==> src/rtl/vga_sprite_scheduler_pkg.sv <==
// Shared definitions for the VGA sprite scheduler: screen bounds,
// descriptor field layout, slot indices and FSM state encoding.
package vga_pkg;

    localparam int unsigned H_ACTIVE = 640;
    localparam int unsigned V_ACTIVE = 480;

    localparam int N_SLOTS = 3;
    localparam int DESC_W  = 64;

    // Descriptor layout: {x, y, w, h}, 16 bits each
    localparam int X_MSB = 63;
    localparam int X_LSB = 48;
    localparam int Y_MSB = 47;
    localparam int Y_LSB = 32;
    localparam int W_MSB = 31;
    localparam int W_LSB = 16;
    localparam int H_MSB = 15;
    localparam int H_LSB = 0;

    localparam int SLOT_P1    = 0;
    localparam int SLOT_P2    = 1;
    localparam int SLOT_STAGE = 2;

    typedef enum logic {
        ST_ARB    = 1'b0,
        ST_COMMIT = 1'b1
    } sched_state_e;

    // Index of the set bit in a one-hot 3-bit grant vector
    function automatic logic [1:0] onehot3_to_idx(input logic [2:0] oh);
        logic [1:0] idx;
        idx = 2'd0;
        if (oh[1]) idx = 2'd1;
        if (oh[2]) idx = 2'd2;
        return idx;
    endfunction

endpackage

==> src/rtl/vga_sprite_scheduler_if.sv <==
// Write-request bus between the game-logic writers and the sprite scheduler.
// The game logic is the master; the scheduler answers with one-cycle acks.
interface vga_sprite_scheduler_if;
    import vga_pkg::*;

    logic [N_SLOTS-1:0]        req_i;
    logic [N_SLOTS*DESC_W-1:0] desc_i;
    logic [N_SLOTS-1:0]        ack_o;

    modport master (
        output req_i,
        output desc_i,
        input  ack_o
    );

    modport slave (
        input  req_i,
        input  desc_i,
        output ack_o
    );

endinterface

==> src/rtl/vga_sprite_scheduler_arb.sv <==
// Three-way round-robin arbiter. Purely combinational: the caller keeps the
// index of the last granted slot and search starts at the slot after it.
module rr_arbiter3 (
    input  logic [2:0] req,
    input  logic [1:0] last,
    output logic [2:0] gnt
);

    logic       found;
    logic [1:0] idx;

    // Scan slots last+1, last+2, last+3 (mod 3) and grant the first requester
    always_comb begin
        gnt   = 3'b000;
        found = 1'b0;
        idx   = 2'd0;
        for (int k = 1; k <= 3; k++) begin
            idx = 2'((int'(last) + k) % 3);
            if (!found && req[idx]) begin
                gnt[idx] = 1'b1;
                found    = 1'b1;
            end
        end
    end

endmodule

==> src/rtl/vga_sprite_scheduler.sv <==
// Sprite descriptor scheduler: arbitrates game-logic writes into a shadow
// register file and copies the shadows to the live VGA descriptors in a
// single commit cycle that follows each falling edge of vertical sync.
module vga_sprite_scheduler
    import vga_pkg::*;
#(
    parameter int unsigned H_ACTIVE = vga_pkg::H_ACTIVE,
    parameter int unsigned V_ACTIVE = vga_pkg::V_ACTIVE,
    parameter int unsigned FCNT_W   = 16
) (
    input  logic                     iVGA_CLK,
    input  logic                     iRST_n,
    input  logic                     iVS,
    vga_sprite_scheduler_if.slave    bus,
    output logic [DESC_W-1:0]        p1VGA,
    output logic [DESC_W-1:0]        p2VGA,
    output logic [DESC_W-1:0]        stageVGA,
    output logic [N_SLOTS-1:0]       dirty_o,
    output logic                     frame_tick_o,
    output logic [FCNT_W-1:0]        frame_cnt_o,
    output logic [N_SLOTS-1:0]       err_o
);

    sched_state_e       state_reg;
    sched_state_e       state_next;
    logic [1:0]         ptr_reg;
    logic               vs_q;
    logic [FCNT_W-1:0]  fcnt_reg;
    logic [N_SLOTS-1:0] gnt;
    logic [N_SLOTS-1:0] ack;
    logic [N_SLOTS-1:0] valid;
    logic               frame_start;

    assign frame_start = vs_q & ~iVS;

    rr_arbiter3 u_arb (
        .req  (bus.req_i),
        .last (ptr_reg),
        .gnt  (gnt)
    );

    // Grants are suppressed during the commit cycle
    assign ack          = (state_reg == ST_ARB) ? gnt : '0;
    assign bus.ack_o    = ack;
    assign frame_tick_o = (state_reg == ST_COMMIT);
    assign frame_cnt_o  = fcnt_reg;

    // Next-state logic: a frame start in ARB schedules one commit cycle
    always_comb begin
        state_next = state_reg;
        case (state_reg)
            ST_ARB:    if (frame_start) state_next = ST_COMMIT;
            ST_COMMIT: state_next = ST_ARB;
            default:   state_next = ST_ARB;
        endcase
    end

    // State, vsync delay, round-robin pointer and frame counter
    always_ff @(posedge iVGA_CLK or negedge iRST_n) begin
        if (!iRST_n) begin
            state_reg <= ST_ARB;
            ptr_reg   <= 2'd2;      // slot 0 searched first after reset
            vs_q      <= 1'b1;
            fcnt_reg  <= '0;
        end else begin
            state_reg <= state_next;
            vs_q      <= iVS;
            if (|ack) ptr_reg <= onehot3_to_idx(ack);
            if (state_reg == ST_COMMIT) fcnt_reg <= fcnt_reg + FCNT_W'(1);
        end
    end

    genvar gi;
    generate
        for (gi = 0; gi < N_SLOTS; gi++) begin : g_slot
            logic [DESC_W-1:0] desc_in;
            logic [DESC_W-1:0] shadow_reg;
            logic [DESC_W-1:0] live_reg;
            logic              dirty_reg;
            logic              err_reg;
            logic [16:0]       x_end;
            logic [16:0]       y_end;

            assign desc_in = bus.desc_i[DESC_W*gi +: DESC_W];

            // Right/bottom edges kept 17 bits wide so large x or y cannot wrap into range
            assign x_end = {1'b0, desc_in[X_MSB:X_LSB]} + {1'b0, desc_in[W_MSB:W_LSB]};
            assign y_end = {1'b0, desc_in[Y_MSB:Y_LSB]} + {1'b0, desc_in[H_MSB:H_LSB]};

            assign valid[gi] = (desc_in[W_MSB:W_LSB] != '0) &&
                               (desc_in[H_MSB:H_LSB] != '0) &&
                               (x_end <= 17'(H_ACTIVE))   &&
                               (y_end <= 17'(V_ACTIVE));

            // Shadow write on grant, live update on commit, sticky reject flag
            always_ff @(posedge iVGA_CLK or negedge iRST_n) begin
                if (!iRST_n) begin
                    shadow_reg <= '0;
                    live_reg   <= '0;
                    dirty_reg  <= 1'b0;
                    err_reg    <= 1'b0;
                end else if (state_reg == ST_COMMIT) begin
                    live_reg  <= shadow_reg;
                    dirty_reg <= 1'b0;
                end else if (ack[gi]) begin
                    if (valid[gi]) begin
                        shadow_reg <= desc_in;
                        dirty_reg  <= 1'b1;
                    end else begin
                        err_reg <= 1'b1;
                    end
                end
            end

            assign dirty_o[gi] = dirty_reg;
            assign err_o[gi]   = err_reg;
        end
    endgenerate

    assign p1VGA    = g_slot[SLOT_P1].live_reg;
    assign p2VGA    = g_slot[SLOT_P2].live_reg;
    assign stageVGA = g_slot[SLOT_STAGE].live_reg;

endmodule

==> src/flat_wrapper.sv <==
// flat-port wrapper written by rule: the top's interface ports become plain ports
module vga_sprite_scheduler_flat import vga_pkg::*;
#(
    parameter int unsigned H_ACTIVE = vga_pkg::H_ACTIVE,
    parameter int unsigned V_ACTIVE = vga_pkg::V_ACTIVE,
    parameter int unsigned FCNT_W   = 16
)
  (iVGA_CLK, iRST_n, iVS, p1VGA, p2VGA, stageVGA, dirty_o, frame_tick_o, frame_cnt_o, err_o, bus_req_i, bus_desc_i, bus_ack_o);
  vga_sprite_scheduler_if bus_i ();
  input  logic iVGA_CLK;
  input  logic iRST_n;
  input  logic iVS;
  output logic [DESC_W-1:0] p1VGA;
  output logic [DESC_W-1:0] p2VGA;
  output logic [DESC_W-1:0] stageVGA;
  output logic [N_SLOTS-1:0] dirty_o;
  output logic frame_tick_o;
  output logic [FCNT_W-1:0] frame_cnt_o;
  output logic [N_SLOTS-1:0] err_o;
  input wire logic [$bits(bus_i.req_i)-1:0] bus_req_i;
  input wire logic [$bits(bus_i.desc_i)-1:0] bus_desc_i;
  output wire logic [$bits(bus_i.ack_o)-1:0] bus_ack_o;
  assign bus_i.req_i = bus_req_i;
  assign bus_i.desc_i = bus_desc_i;
  assign bus_ack_o = bus_i.ack_o;
  vga_sprite_scheduler #(.H_ACTIVE(H_ACTIVE), .V_ACTIVE(V_ACTIVE), .FCNT_W(FCNT_W)) u_core (.iVGA_CLK(iVGA_CLK), .iRST_n(iRST_n), .iVS(iVS), .bus(bus_i), .p1VGA(p1VGA), .p2VGA(p2VGA), .stageVGA(stageVGA), .dirty_o(dirty_o), .frame_tick_o(frame_tick_o), .frame_cnt_o(frame_cnt_o), .err_o(err_o));
endmodule
==> config.mk <==
export PLATFORM = sky130hd
export DESIGN_NAME = vga_sprite_scheduler_flat
export DESIGN_NICKNAME = d
export VERILOG_FILES = /design/src/rtl/vga_sprite_scheduler_pkg.sv /design/src/rtl/vga_sprite_scheduler_if.sv /design/src/rtl/vga_sprite_scheduler_arb.sv /design/src/rtl/vga_sprite_scheduler.sv /design/src/flat_wrapper.sv
export SDC_FILE = /design/constraint.sdc
export NUM_CORES = 1
export LEC_CHECK = 0
export ABC_AREA = 1
export CORE_MARGIN = 3
export CORE_UTILIZATION = 58
export DETAILED_ROUTE_END_ITERATION = 7
export GPL_TIMING_DRIVEN = 0
export PLACE_DENSITY = 0.88
export SLEW_MARGIN = 15
export SYNTH_ARGS = -nofsm -noshare
export SYNTH_HDL_FRONTEND = slang
export SYNTH_SLANG_ARGS = --single-unit
==> constraint.sdc <==
create_clock -name iVGA_CLK -period 4.7 [get_ports iVGA_CLK]
set_input_delay 0.94 -clock iVGA_CLK [delete_from_list [all_inputs] [get_ports iVGA_CLK]]
set_output_delay 0.94 -clock iVGA_CLK [all_outputs]
set_load 0.02 [all_outputs]
Figure 1. Pin map (run 1).
Pins as bars across the die edge, other pins in grey.
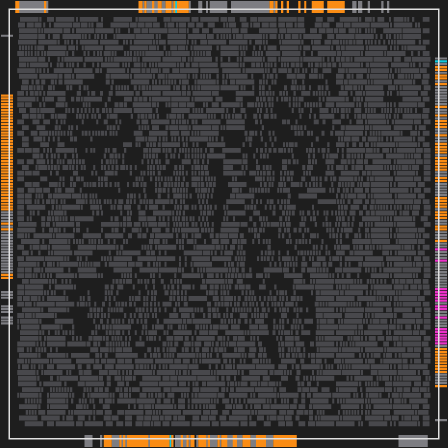
frame_cnt_o -> magenta  # pins 16, direction output, edge east
bus_ack_o -> cyan  # pins 3, direction output, edge 1 north, 1 east, 1 south
bus_desc_i -> orange  # pins 192, direction input, edge 64 south, 45 west, 42 east, 41 north
chip height: 204 um
count of buffers from port buffering: 415

Figure 2. Clock distribution (run 1).
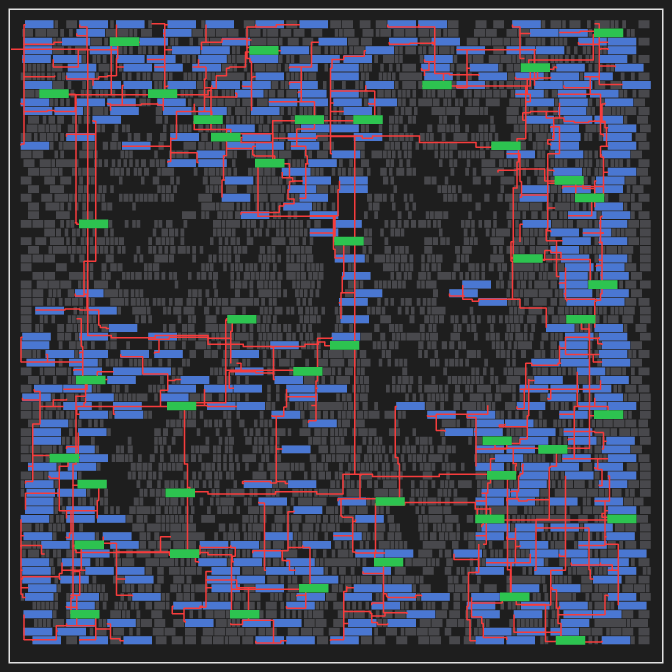
flip-flops -> blue  # count 410
clock wires -> red  # length 5,150 um
cells driving clock nets -> green  # count 43
flops lie = spread over the die
power consumed by the clock network: 0.00363 W
Clk Latency, worst-skew pair: 0.58 ns

==> run notes, run 1 <==
run metrics: status complete, no violations, Max Fclk 0.222 GHz, clock edge transition at the registers on the reported setup and hold paths 0.07 ns, number of global-route vias before repair around 23,000, most used flip-flop cell dfrtp_1, endpoints failing setup 0, maximum number of buffers from clock root to sink 3, fraction of met2 tracks used by global routing 0.610, initial antenna violation count 7, kind of critical path reg -> out, post-layout instance area just under 30,000 um2, worst reg-to-reg path cell count 12, Final Hold Viols 0, P per Cell Area roughly 330 nW/um2, GR met3 Demand/Resource 0.0776, number of inserted filler cells in the final layout roughly 2,800, Ports roughly 420, top logic cell by instance count in the layout nand2_1, total congestion overflow after global routing 0, RSZ-0062 raised after global routing no, DRC viols 0, startpoint class of the critical path register, drt via density between 5 and 6, standard cell core area a little under 40,000 um2, slew at the pin closest to its max-slew limit approximately 1.2 ns, post-route insts no fill 4,141, Largest register FFs 192, peak-usage layer in the global routing report met2, number of design-rule violations left by the first detailed-router iteration about 2,000, yosys synthesis chip area approximately 23,000 um2, leakage dissipation around 16 nW, mean instance size in the synthesized netlist 7.30 um2, required time of the critical path approximately 3.8 ns, clock period minus final worst setup slack about 4.5 ns, Final Wtd Congestion 0.963, Post-Route Skew approximately 0.017 ns, critical path endpoint category output port, top cell family by delay on the critical path buffers and inverters, core utilization before placement 0.589, total placed instance area 27,700 um2, Netlist cell types ~40, maximum fanout encountered on the critical timing path 10, worst setup path startpoint u_core.ptr_reg[1], total global-route track usage 0.371, width of the die ~200 um, Nets at Floorplan about 3,400, global routing met1 resource utilization 0.471, Syn Std Cell Area between 20,000 and 25,000 um2, ordered cell list for the critical path inv_1 > ha_1 > inv_1 > nor3_1 > nand3b_1 > nand3b_1 > clkinv_1 > nand2_1 > a21oi_2 > buf_2 > clkdlybuf4s50_1, DR WL/cell between 15 and 20 um, post-synthesis cell count from yosys between 3,000 and 4,000, flop and latch count out of synthesis between 400 and 500, total power after layout between 0.009 and 0.01 W, warnings from Yosys 0, placed cell count between 4,000 and 5,000, fraction of layout cells with a size suffix above 1 0.0478, Post-Route Setup TNS 0 ns, smallest setup slack after layout around 0.19 ns, number of buffer and inverter instances along the worst setup path 5, headroom to the max-slew limit 0.208, number of max-slew violations in the final report 0, residual antenna-violating net count after detailed routing 0, final cycle utilization of the critical path 0.959, maximum number of pins on one net before global-route repair ~110, cell with the largest stage delay on the worst path clkdlybuf4s50_1, number of clock sinks 410, number of detailed-route iterations in the first pass 6, highest cell delay on the worst timing path about 0.73 ns, number of enable flip-flop cells 0, Max VDD drop 0.317 mV, Hold Crit Class in -> async, share of synthesized area occupied by flip-flops and latches 0.450, flop-to-flop setup slack between 1.5 and 2 ns, stage-log warning count 35, first-pass GRT wire length roughly 120,000 um, CTS H-Tree Depth 2, startpoint of the most critical register-to-register path u_core.ptr_reg[1], total setup buffers inserted after CTS 0, most frequently placed logic cells in the final layout nand2_1, clkdlybuf4s50_1, dfrtp_1, layout overhead on the synthesized area 28.0%, root buffer cell clkbuf_16, area taken by flip-flops and latches just over 10,000 um2, number of nets in the layout ~4,000, Die Outline Area between 40,000 and 50,000 um2, gate count of the mapped netlist between 3,000 and 4,000, placement row count ~70, placement-stage worst setup slack between 0.15 and 0.2 ns, area of the multi-input gates approximately 11,000 um2, RR Endpoint u_core.g_slot[2].shadow_reg[32], async set or reset register ratio after synthesis 1.00, TritonCTS clock tree done, total of max-cap violations 0, endpoint arrival time on the critical path between 3 and 4 ns, HPWL Detailed between 50,000 and 60,000 um
Figure 3. The metal 4 layer (run 1).
Bar = 50 um.
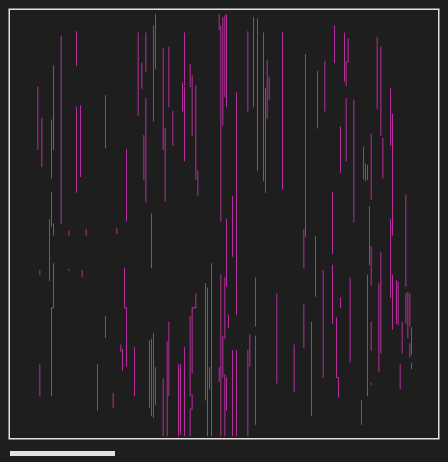
main direction = vertical
nets with wire on the layer = 125
longest straight run = 106 um
detailed-route via count: 23,464
Total Wirelength: 78,600 um

Figure 4. Clock nets (run 1).
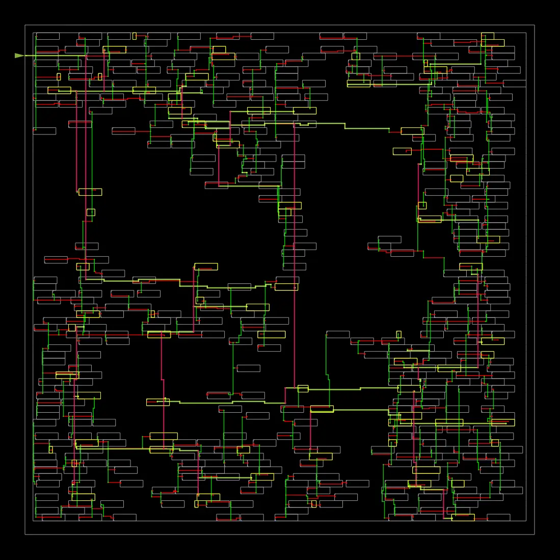
TritonCTS Buffers: 43
layout sequential cell count: 410

## run 1: layer usage
metal	share of wire	wire length, um
met5	0.00081	64
met4	0.056	4390
met3	0.089	7020
met2	0.47	36900
met1	0.39	30300
## run 1: cells in the mapped netlist (2+ instances only)
master / number / area (um2)
buf_6: 15 / 169
a31oi_1: 2 / 12.5
nor2_1: 200 / 751
o21ai_0: 8 / 40.0
and3_1: 3 / 18.8
inv_2: 3 / 11.3
a21o_1: 4 / 30.0
clkbuf_1: 51 / 191
buf_1: 7 / 26.3
and2_1: 7 / 43.8
xor2_1: 16 / 140
a21oi_2: 4 / 35.0
ha_1: 101 / 1260
o21a_1: 2 / 15.0
a21boi_1: 2 / 15.0
nor2_2: 3 / 18.8
clkinv_1: 2 / 7.51
dfstp_2: 2 / 52.6
nand3_1: 138 / 691
nand3b_1: 19 / 143
inv_1: 231 / 867
xnor2_1: 11 / 96.3
nor3_1: 6 / 30.0
or2_2: 8 / 50.1
fa_1: 6 / 120
buf_4: 10 / 75.1
a21oi_1: 57 / 285
dfrtp_1: 408 / 10200
buf_2: 50 / 250
o21bai_1: 6 / 45.0
nand4_1: 217 / 1360
or2_1: 3 / 18.8
nand2_1: 1517 / 5690
## run 1: what timing repair did
action,4_1_cts,5_1_grt
setup endpoints to repair,0,2
gates resized,0,4
hold buffers,0,0
## run 1: cell families after synthesis
kind of cell / Yosys count / synth area share
adders and majority gates: 107 / 0.0606
DFF: 410 / 0.450
buffers and inverters: 369 / 0.0700
xor gates and xnor gates: 27 / 0.0104
and+or+nand+nor: 2124 / 0.387
AOI/OAI and AO/OA: 89 / 0.0223
## run 1: worst max-delay path by stage
stage,end,slack (ns),cells after the start
finish,bus_ack_o[1],0.19,11
floorplan,u_core.g_slot[0].shadow_reg[55],1.61,15
global placement,u_core.p1VGA[36],-14.14,1
global route,bus_ack_o[0],0.02,11
CTS,bus_ack_o[2],0.09,11
detailed placement,bus_ack_o[2],0.18,9
## run 1: layout make-up
| type | count | area share |
|---|---|---|
| Clock buffer | 62 | 0.0438 |
| Timing Repair Buffer | 418 | 0.145 |
| Buffer | 133 | 0.0244 |
| Tap cell | 518 | 0.0222 |
| Inverter | 236 | 0.0303 |
| Sequential cell | 410 | 0.351 |
| Antenna cell | 1 | 0.0000856 |
| Multi-Input combinational cell | 2347 | 0.375 |
| Clock inverter | 16 | 0.00771 |
## run 1: through the flow
| step | utilization | hold slack [ns] |
|---|---|---|
| final | 0.755 | 0.356 |
| after global routing | 0.755 | 0.405 |
| after CTS | 0.754 | 0.379 |
| after detailed placement | 0.716 | 0.451 |
| after global placement | 0.713 | 0.451 |
| after floorplan | - | 0.434 |
## run 1: power breakdown
part           switching [W]  total, W  leakage [nW]  internal, W
Sequential         0.0000478   0.00362          5.70      0.00357
Combinational        0.00171   0.00246          9.63     0.000751
Clock                0.00149   0.00363         0.734      0.00213
Total                0.00326   0.00971          16.1      0.00645
## run 1: worst register-to-register path, delay by kind of cell, from the launching register on
kind	cells	cell delay (ns)
AND-OR/OR-AND	1	0.31
AND/OR/NAND/NOR	6	1.07
buffers and inverters	4	0.84
flip-flops	1	0.55
adder cells (fa/ha/maj)	1	0.22
Figure 5. Cells by drive strength (run 1).
Bar = 50 um.
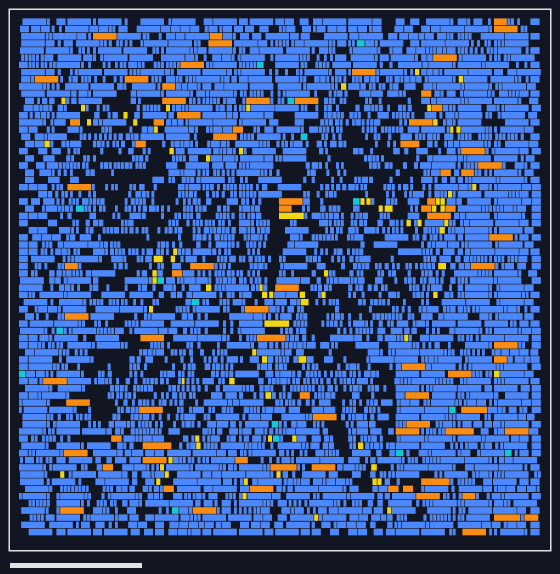

==> run 2, diff against run 1 <==
--- a/config.mk
+++ b/config.mk
@@ -6,7 +6,6 @@
 export NUM_CORES = 1
 export LEC_CHECK = 0
 export ABC_AREA = 1
-export CORE_MARGIN = 3
 export CORE_UTILIZATION = 58
 export DETAILED_ROUTE_END_ITERATION = 7
 export GPL_TIMING_DRIVEN = 0
Figure 6. Cells by drive strength (run 2).
Bar = 50 um.
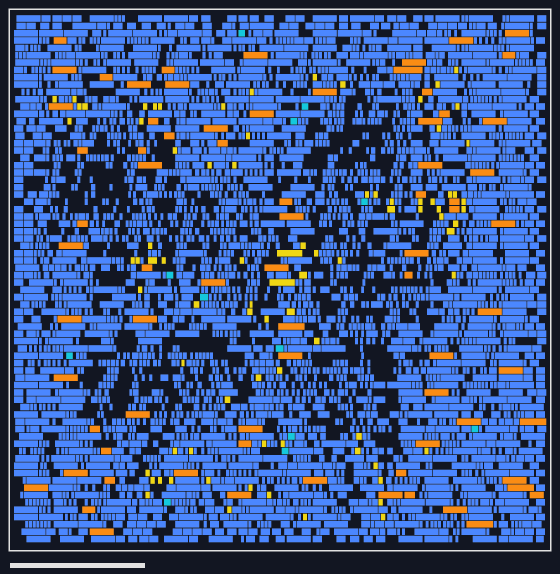
drive 1 or less -> blue  # cells 3,447, most used nand2_1
drive 6 and up -> orange  # cells 74, most used clkbuf_16
drive 2 -> yellow  # cells 83, most used buf_2
drive 3 to 4 -> cyan  # cells 12, most used buf_4
post-layout instance area: 29,100 um2
layout overhead on the synthesized area: 27.3%
smallest setup slack after layout: 0.132 ns

Figure 7. The metal 4 layer (run 2).
Bar = 50 um.
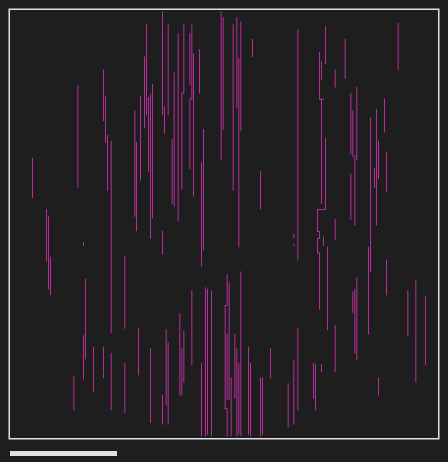
share of all routed wire = 5.4%
nets with wire on the layer = 99
wire length on this layer = 4,060 um
detailed-route via count: 23,121
Total Wirelength: 74,700 um

==> run notes, run 2 <==
run metrics: status complete, no violations, Max VDD drop 0.299 mV (-5.5%), width of the die 200 um (-2.0%), flop and latch count out of synthesis 410 (unchanged), top logic cell by instance count in the layout nand2_1, net switching power 0.00317 W (-2.6%), Largest register FFs 192 (unchanged), critical path endpoint category output port, ranking of synthesized cells by instance count nand2_1, dfrtp_1, inv_1, first-pass GRT wire length 118,000 um (-3.3%), top cell family by delay on the critical path buffers and inverters, Netlist cell types 40 (unchanged), Int Pwr 0.00616 W (-4.5%), most used flip-flop cell dfrtp_1, Max Fclk 0.219 GHz (-1.3%), total setup buffers inserted after CTS 0 (unchanged), Clk Latency, worst-skew pair 0.57 ns (about the same), maximum number of buffers from clock root to sink 3 (unchanged), share of synthesized area occupied by flip-flops and latches 0.450 (unchanged), post-route met1 wirelength 29,400 um (-3.0%), CTS H-Tree Depth 2 (unchanged), total of max-cap violations 0 (unchanged), warnings from Yosys 0 (unchanged), kind of critical path reg -> out, yosys synthesis chip area 22,800 um2 (unchanged), number of enable flip-flop cells 0 (unchanged), cell with the most instances after synthesis nand2_1, stage-log warning count 32 (-8.6%), Max-area cell share 0.447 (unchanged), required time of the critical path 3.76 ns (about the same), headroom to the max-slew limit 0.151 (-0.0569), highest cell delay on the worst timing path 0.72 ns (about the same), post-synthesis cell count from yosys 3,126 (unchanged), top routing layer used met5, portion of total power attributed to sequential cells 0.386 (+0.014), Post-Route Skew 0.0182 ns (+0.00151 ns), standard cell core area 38,700 um2 (unchanged), dominant cell type by area after synthesis dfrtp_1, maximum number of pins on one net before global-route repair 110 (+0.92%), drt via density 5.59 (-1.3%), number of max-slew violations in the final report 0 (unchanged), RSZ-0062 raised after global routing no, async set or reset register ratio after synthesis 1.00 (unchanged), clock edge transition at the registers on the reported setup and hold paths 0.06 ns (about the same), final cycle utilization of the critical path 0.972 (+0.0127), Die Outline Area 40,200 um2 (-3.9%), number of clock sinks 410 (unchanged), startpoint class of the critical path register, leakage dissipation 16.0 nW (-0.38%), endpoints failing setup 0 (unchanged), maximum fanout encountered on the critical timing path 10 (unchanged), DR WL/cell 18.1 um (-4.9%), number of inserted filler cells in the final layout 2,898 (+2.4%), number of buffer and inverter instances along the worst setup path 4 (-1), HPWL Detailed 57,700 um (-2.2%), mean instance size in the synthesized netlist 7.30 um2 (unchanged), Top area cell types dfrtp_1, nand2_1, nand4_1, fraction of layout cells with a size suffix above 1 0.0467 (-0.00103), endpoint arrival time on the critical path 3.63 ns (+0.06 ns), residual antenna-violating net count after detailed routing 0 (unchanged), share of total power in the clock network 0.350 (-0.024), number of design-rule violations left by the first detailed-router iteration 1,934 (-3.6%), TritonCTS Buffers 42 (-2.3%), Hold Crit Class in -> async, number of global-route vias before repair 22,433 (-1.9%), total global-route track usage 0.372 (+0.00130), chip height 200 um (-2.0%), Nets at Floorplan 3,431 (unchanged), placement row count 72 (unchanged), TritonCTS clock tree done, gate count of the mapped netlist 3,126 (unchanged), most frequent cell on the critical path inv_1, DRC viols 0 (unchanged), Final Hold Viols 0 (unchanged), number of nets in the layout 3,894 (unchanged), P per Cell Area 321 nW/um2 (-3.3%), number of detailed-route iterations in the first pass 6 (unchanged), Final Wtd Congestion 0.941 (-2.3%), slew at the pin closest to its max-slew limit 1.27 ns (+0.0854 ns), Final Core Density 0.750 (-0.00410), clock period minus final worst setup slack 4.57 ns (+0.0598 ns), initial antenna violation count 6 (-1), total power after layout 0.00933 W (-3.9%), total congestion overflow after global routing 0 (unchanged), most frequently placed logic cells in the final layout nand2_1, clkdlybuf4s50_1, dfrtp_1, ordered cell list for the critical path inv_1 > ha_1 > inv_1 > nor3_1 > nand3b_1 > nor2_1 > a21boi_1 > a21oi_2 > buf_2 > clkdlybuf4s50_1, Syn Std Cell Area 22,800 um2 (unchanged), Ports 416 (unchanged), met2 wire length 34,800 um (-5.6%), cell with the largest stage delay on the worst path clkdlybuf4s50_1, met3 wire length 6410 um (-8.6%), count of buffers from port buffering 415 (unchanged), Net Sw Frac 0.340 (+0.00432), combinational cell fraction of total power 0.264 (+0.010), root buffer cell clkbuf_16, core utilization before placement 0.589 (unchanged)
run 2: cell types whose count changed in the layout (fill, tap and decap cells not counted), sizes merged:
cell      previous run  this run
clkinvlp             2         0
clkbuf             113       107
bufinv               4         1
buf                 86        87
clkinv               9        13
diode                1         2
run 2: final cells by class:
class / count / area, um2 / area share
repair buffers: 419 / 4270 / 0.147
clock inverters: 15 / 121 / 0.00418
diodes: 2 / 5.00 / 0.000172
inverters: 236 / 886 / 0.0305
multi-input cells: 2347 / 11000 / 0.377
flip-flops and latches: 410 / 10300 / 0.353
plain buffers: 133 / 714 / 0.0246
well taps: 518 / 648 / 0.0223
clock buffers: 56 / 1190 / 0.0411
run 2: per-layer routing:
layer	track usage	vias to the layer above
met3	0.0695	252
met2	0.612	1071
met1	0.473	10902
met5	0	-
li1	-	10890
met4	0.187	6
run 2: path summary, 6_finish.rpt:
path                       slack (ns)  cells past startpoint                             from                         endpoint
setup / recovery                 0.13                     10                u_core.ptr_reg[1]                     bus_ack_o[1]
hold / removal                   0.33                      1                           iRST_n           u_core.frame_cnt_o[11]
setup reg to reg                 1.66                     11                u_core.ptr_reg[1]  u_core.g_slot[2].shadow_reg[32]
hold reg to reg                  0.47                      2  u_core.g_slot[0].shadow_reg[60]                 u_core.p1VGA[60]
max in group asynchronous        3.09                      3                           iRST_n  u_core.g_slot[0].shadow_reg[33]
min in group iVGA_CLK            0.47                      2  u_core.g_slot[0].shadow_reg[60]                 u_core.p1VGA[60]
run 2: power groups by stage:
stage	clock, W	sequential (W)	combinational [W]
2_1_floorplan	0	0.00369	0.00141
3_3_place_gp	0	0.00367	0.00232
3_5_place_dp	0	0.00367	0.00239
4_1_cts	0.00328	0.00360	0.00241
5_1_grt	0.00342	0.00361	0.00268
6_report	0.00327	0.00360	0.00246
run 2: worst reg2reg max path, stage by stage, from the launching register on:
cell and delay, ns:
dfstp_2 0.55, inv_1 0.07, ha_1 0.22, inv_1 0.12
nor3_1 0.08, nand3b_1 0.21, nor2_1 0.23, a21oi_1 0.12
a21oi_2 0.32, clkbuf_1 0.54, nand4_1 0.36, nand2_1 0.15
run 2: cells by family after synthesis:
kind of cell | Yosys count | synth area share
compound gates | 89 | 0.0223
buf+inv | 369 | 0.0700
xor+xnor | 27 | 0.0104
flops | 410 | 0.450
simple gates | 2124 | 0.387
fa+ha+maj | 107 | 0.0606
run 2: repair_timing:
item	4_1_cts	5_1_grt
setup endpoints to repair	0	2
hold buffers	0	0
resized	0	4
hold endpoints to repair	0	0
run 2: metrics by stage:
step           cell area, um2  instances  worst slack, ns  hold slack, ns  setup TNS [ns]
3_3_place_gp            27600       4059           -14.21           0.450        -5787.30
2_1_floorplan           22800       3126             1.61           0.434               0
4_1_cts                 29100       4134           0.0654           0.348               0
3_5_place_dp            27700       4063            0.159           0.455               0
5_1_grt                 29100       4135          0.00264           0.388               0
6_report                29100       4136            0.132           0.335               0
Figure 8. Pin map (run 2).
Pins as bars across the die edge, other pins in grey.
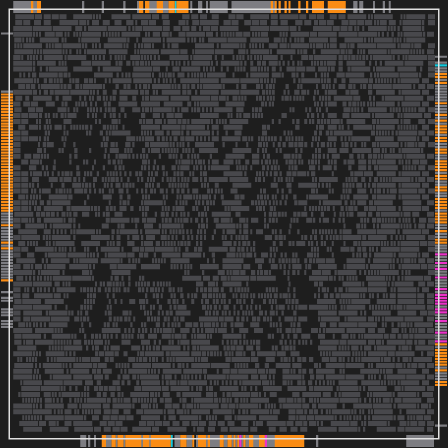

==> run 3, diff against run 2 <==
--- a/config.mk
+++ b/config.mk
@@ -8,6 +8,7 @@
 export ABC_AREA = 1
 export CORE_UTILIZATION = 58
 export DETAILED_ROUTE_END_ITERATION = 7
+export GPL_ROUTABILITY_DRIVEN = 0
 export GPL_TIMING_DRIVEN = 0
 export PLACE_DENSITY = 0.88
 export SLEW_MARGIN = 15
Figure 9. Pin map (run 3).
Pins as bars across the die edge, other pins in grey.
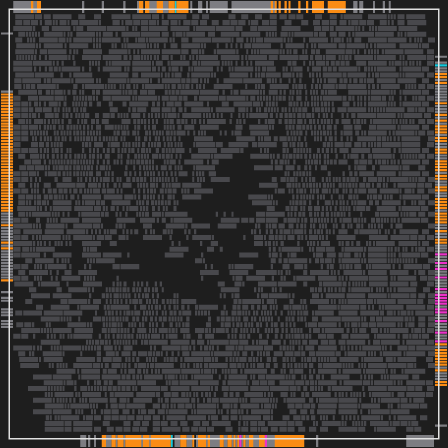
bus_desc_i -> orange  # pins 192, direction input, edge 64 south, 45 west, 42 east, 41 north
frame_cnt_o -> magenta  # pins 16, direction output, edge 14 east, 2 south
bus_ack_o -> cyan  # pins 3, direction output, edge 1 north, 1 east, 1 south
all pins by edge = 121 south, 114 east, 105 north, 76 west
width of the die: 200 um
chip height: 200 um

==> run notes, run 3 <==
run metrics: status complete, no violations, maximum fanout encountered on the critical timing path 10 (unchanged), ranking of synthesized cells by instance count nand2_1, dfrtp_1, inv_1, leakage dissipation 16.0 nW (about the same), required time of the critical path 3.76 ns (about the same), HPWL Detailed 54,800 um (-5.1%), core utilization before placement 0.589 (unchanged), number of detailed-route iterations in the first pass 6 (unchanged), top logic cell by instance count in the layout nand2_1, kind of critical path reg -> out, placement-stage worst setup slack 0.0482 ns (-0.111 ns), share of synthesized area occupied by flip-flops and latches 0.450 (unchanged), most used flip-flop cell dfrtp_1, startpoint of the most critical register-to-register path u_core.ptr_reg[1], mean instance size in the synthesized netlist 7.30 um2 (unchanged), startpoint class of the critical path register, post-layout instance area 29,100 um2 (+0.21%), Syn Std Cell Area 22,800 um2 (unchanged), slew at the pin closest to its max-slew limit 1.04 ns (-0.234 ns), async set or reset register ratio after synthesis 1.00 (unchanged), Ports 416 (unchanged), final cycle utilization of the critical path 0.980 (+0.00858), flop-to-flop setup slack 1.60 ns (-0.06 ns), Die Outline Area 40,200 um2 (unchanged), placed cell count 4,063 (unchanged), warnings from Yosys 0 (unchanged), Hold Buf Count CTS 0 (unchanged), standard cell core area 38,700 um2 (unchanged), total placed instance area 27,700 um2 (unchanged), clock period minus final worst setup slack 4.61 ns (+0.0403 ns), yosys synthesis chip area 22,800 um2 (unchanged), placement row count 72 (unchanged), total congestion overflow after global routing 0 (unchanged), endpoint arrival time on the critical path 3.67 ns (+0.04 ns), number of nets in the layout 3,894 (unchanged), number of enable flip-flop cells 0 (unchanged), root buffer cell clkbuf_16, TritonCTS clock tree done, number of clock sinks 410 (unchanged), critical path endpoint category output port, DRC viols 0 (unchanged), TritonCTS Buffers 42 (unchanged), Max Fclk 0.217 GHz (-0.88%), dominant cell type by area after synthesis dfrtp_1, most frequently placed logic cells in the final layout nand2_1, clkdlybuf4s50_1, dfrtp_1, Max VDD drop 0.241 mV (-19%), CTS H-Tree Depth 2 (unchanged), clock edge transition at the registers on the reported setup and hold paths 0.07 ns (about the same), maximum number of pins on one net before global-route repair 108 (-1.8%), residual antenna-violating net count after detailed routing 0 (unchanged), layout overhead on the synthesized area 27.6%, headroom to the max-slew limit 0.307 (+0.156), drt via density 5.61 (+0.39%), endpoints failing setup 0 (unchanged), Nets at Floorplan 3,431 (unchanged), post-route insts no fill 4,143 (+0.17%), flop and latch count out of synthesis 410 (unchanged), number of global-route vias before repair 22,680 (+1.1%), first-pass GRT wire length 116,000 um (-2.1%), P per Cell Area 324 nW/um2 (+0.84%), initial antenna violation count 6 (unchanged), Top area cell types dfrtp_1, nand2_1, nand4_1, Max-area cell share 0.447 (unchanged), DR WL/cell 17.4 um (-3.8%), Clk Latency, worst-skew pair 0.59 ns (+0.02 ns), area of the multi-input gates 11,000 um2 (+0.11%), RR Endpoint u_core.g_slot[2].shadow_reg[32], total of max-cap violations 0 (unchanged), fraction of layout cells with a size suffix above 1 0.0467 (-0.0000774), number of design-rule violations left by the first detailed-router iteration 2,045 (+5.7%), total global-route track usage 0.360 (-0.0120), Hold Crit Class in -> async, Final Hold Viols 0 (unchanged), worst setup path startpoint u_core.ptr_reg[1], maximum number of buffers from clock root to sink 3 (unchanged), Post-Route Skew 0.0246 ns (+0.00634 ns), number of inserted filler cells in the final layout 2,828 (-2.4%), post-synthesis cell count from yosys 3,126 (unchanged), worst reg-to-reg path cell count 11 (unchanged), area taken by flip-flops and latches 10,300 um2 (unchanged), cell with the most instances after synthesis nand2_1, smallest setup slack after layout 0.0917 ns (-0.0403 ns), Largest register FFs 192 (unchanged), stage-log warning count 31 (-3.1%), count of buffers from port buffering 415 (unchanged), Netlist cell types 40 (unchanged), gate count of the mapped netlist 3,126 (unchanged), number of max-slew violations in the final report 0 (unchanged)
Figure 10. The metal 4 layer (run 3).
Bar = 50 um.
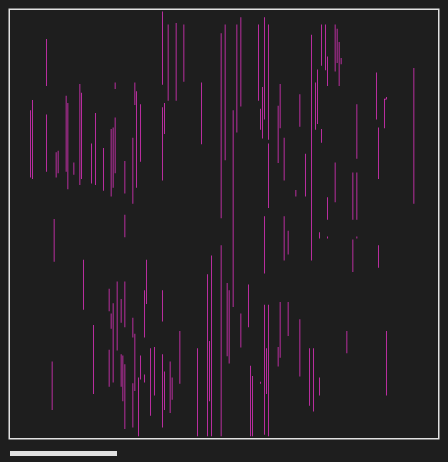
share of all routed wire = 4.8%
wire length on this layer = 3,450 um
main direction = vertical
Total Wirelength: 72,000 um
detailed-route via count: 23,250

[run 3: worst max-delay path, cell delays in order (launching register included)]
cell and delay, ns:
dfstp_2 0.55, inv_1 0.07, ha_1 0.21, inv_1 0.12, nor3_1 0.08, nand3b_1 0.22
nor2_1 0.29, a21boi_1 0.16, a21oi_2 0.34, clkbuf_4 0.34, clkdlybuf4s50_1 0.71
[run 3: power breakdown]
part	leakage [nW]	switching (W)	internal (W)
logic	9.64	0.00173	0.000762
registers	5.70	0.0000360	0.00357
clock network	0.665	0.00143	0.00190
total	16.0	0.00320	0.00623
[run 3: how the worst max path moves through the flow]
stage / end / cells after the start
after floorplan: u_core.g_slot[0].shadow_reg[55] / 15
after global placement: u_core.p1VGA[41] / 1
after global routing: bus_ack_o[1] / 10
final: bus_ack_o[1] / 10
after CTS: bus_ack_o[0] / 12
after detailed placement: bus_ack_o[2] / 9
[run 3: through the flow]
step | setup TNS (ns) | hold WS (ns) | util | power (W)
final | 0 | 0.245 | 0.752 | 0.00943
after global placement | -5778.12 | 0.453 | 0.713 | 0.00596
after floorplan | 0 | 0.434 | - | 0.00510
after global routing | -0.0142 | 0.253 | 0.752 | 0.00984
after CTS | 0 | 0.241 | 0.751 | 0.00937
after detailed placement | 0 | 0.450 | 0.716 | 0.00605
[run 3: layer usage]
| layer | global-route usage | wire, um | vias to the layer above |
|---|---|---|---|
| met5 | 0 | 37 | - |
| met2 | 0.605 | 34300 | 1205 |
| met3 | 0.0703 | 6490 | 276 |
| met1 | 0.451 | 27800 | 10884 |
| met4 | 0.166 | 3450 | 6 |
| li1 | - | - | 10879 |
[run 3: cell families (layout without fill, tap and decap cells)]
kind of cell | Yosys count | in the layout | share of synthesized area
flops | 410 | 410 | 0.450
other cells | 0 | 3 | 0
fa+ha+maj | 107 | 107 | 0.0606
xor+xnor | 27 | 27 | 0.0104
buf+inv | 369 | 865 | 0.0700
simple gates | 2124 | 2124 | 0.387
compound gates | 89 | 89 | 0.0223
[run 3: area by class of cell]
type                            instances  share of cell area
Multi-Input combinational cell       2347               0.377
Inverter                              236              0.0304
Clock buffer                           62              0.0414
Timing Repair Buffer                  419               0.147
Buffer                                133              0.0246
Clock inverter                         15             0.00524
Antenna cell                            3            0.000258
Tap cell                              518              0.0222
Sequential cell                       410               0.352
[run 3: timing repair]
action                                  CTS  global route
gates resized                             1             5
setup buffers                             0             0
cloned                                    0             0
endpoints found under the setup margin    1             3
Power figures rest on the tool's default switching activity, not on a simulated workload.
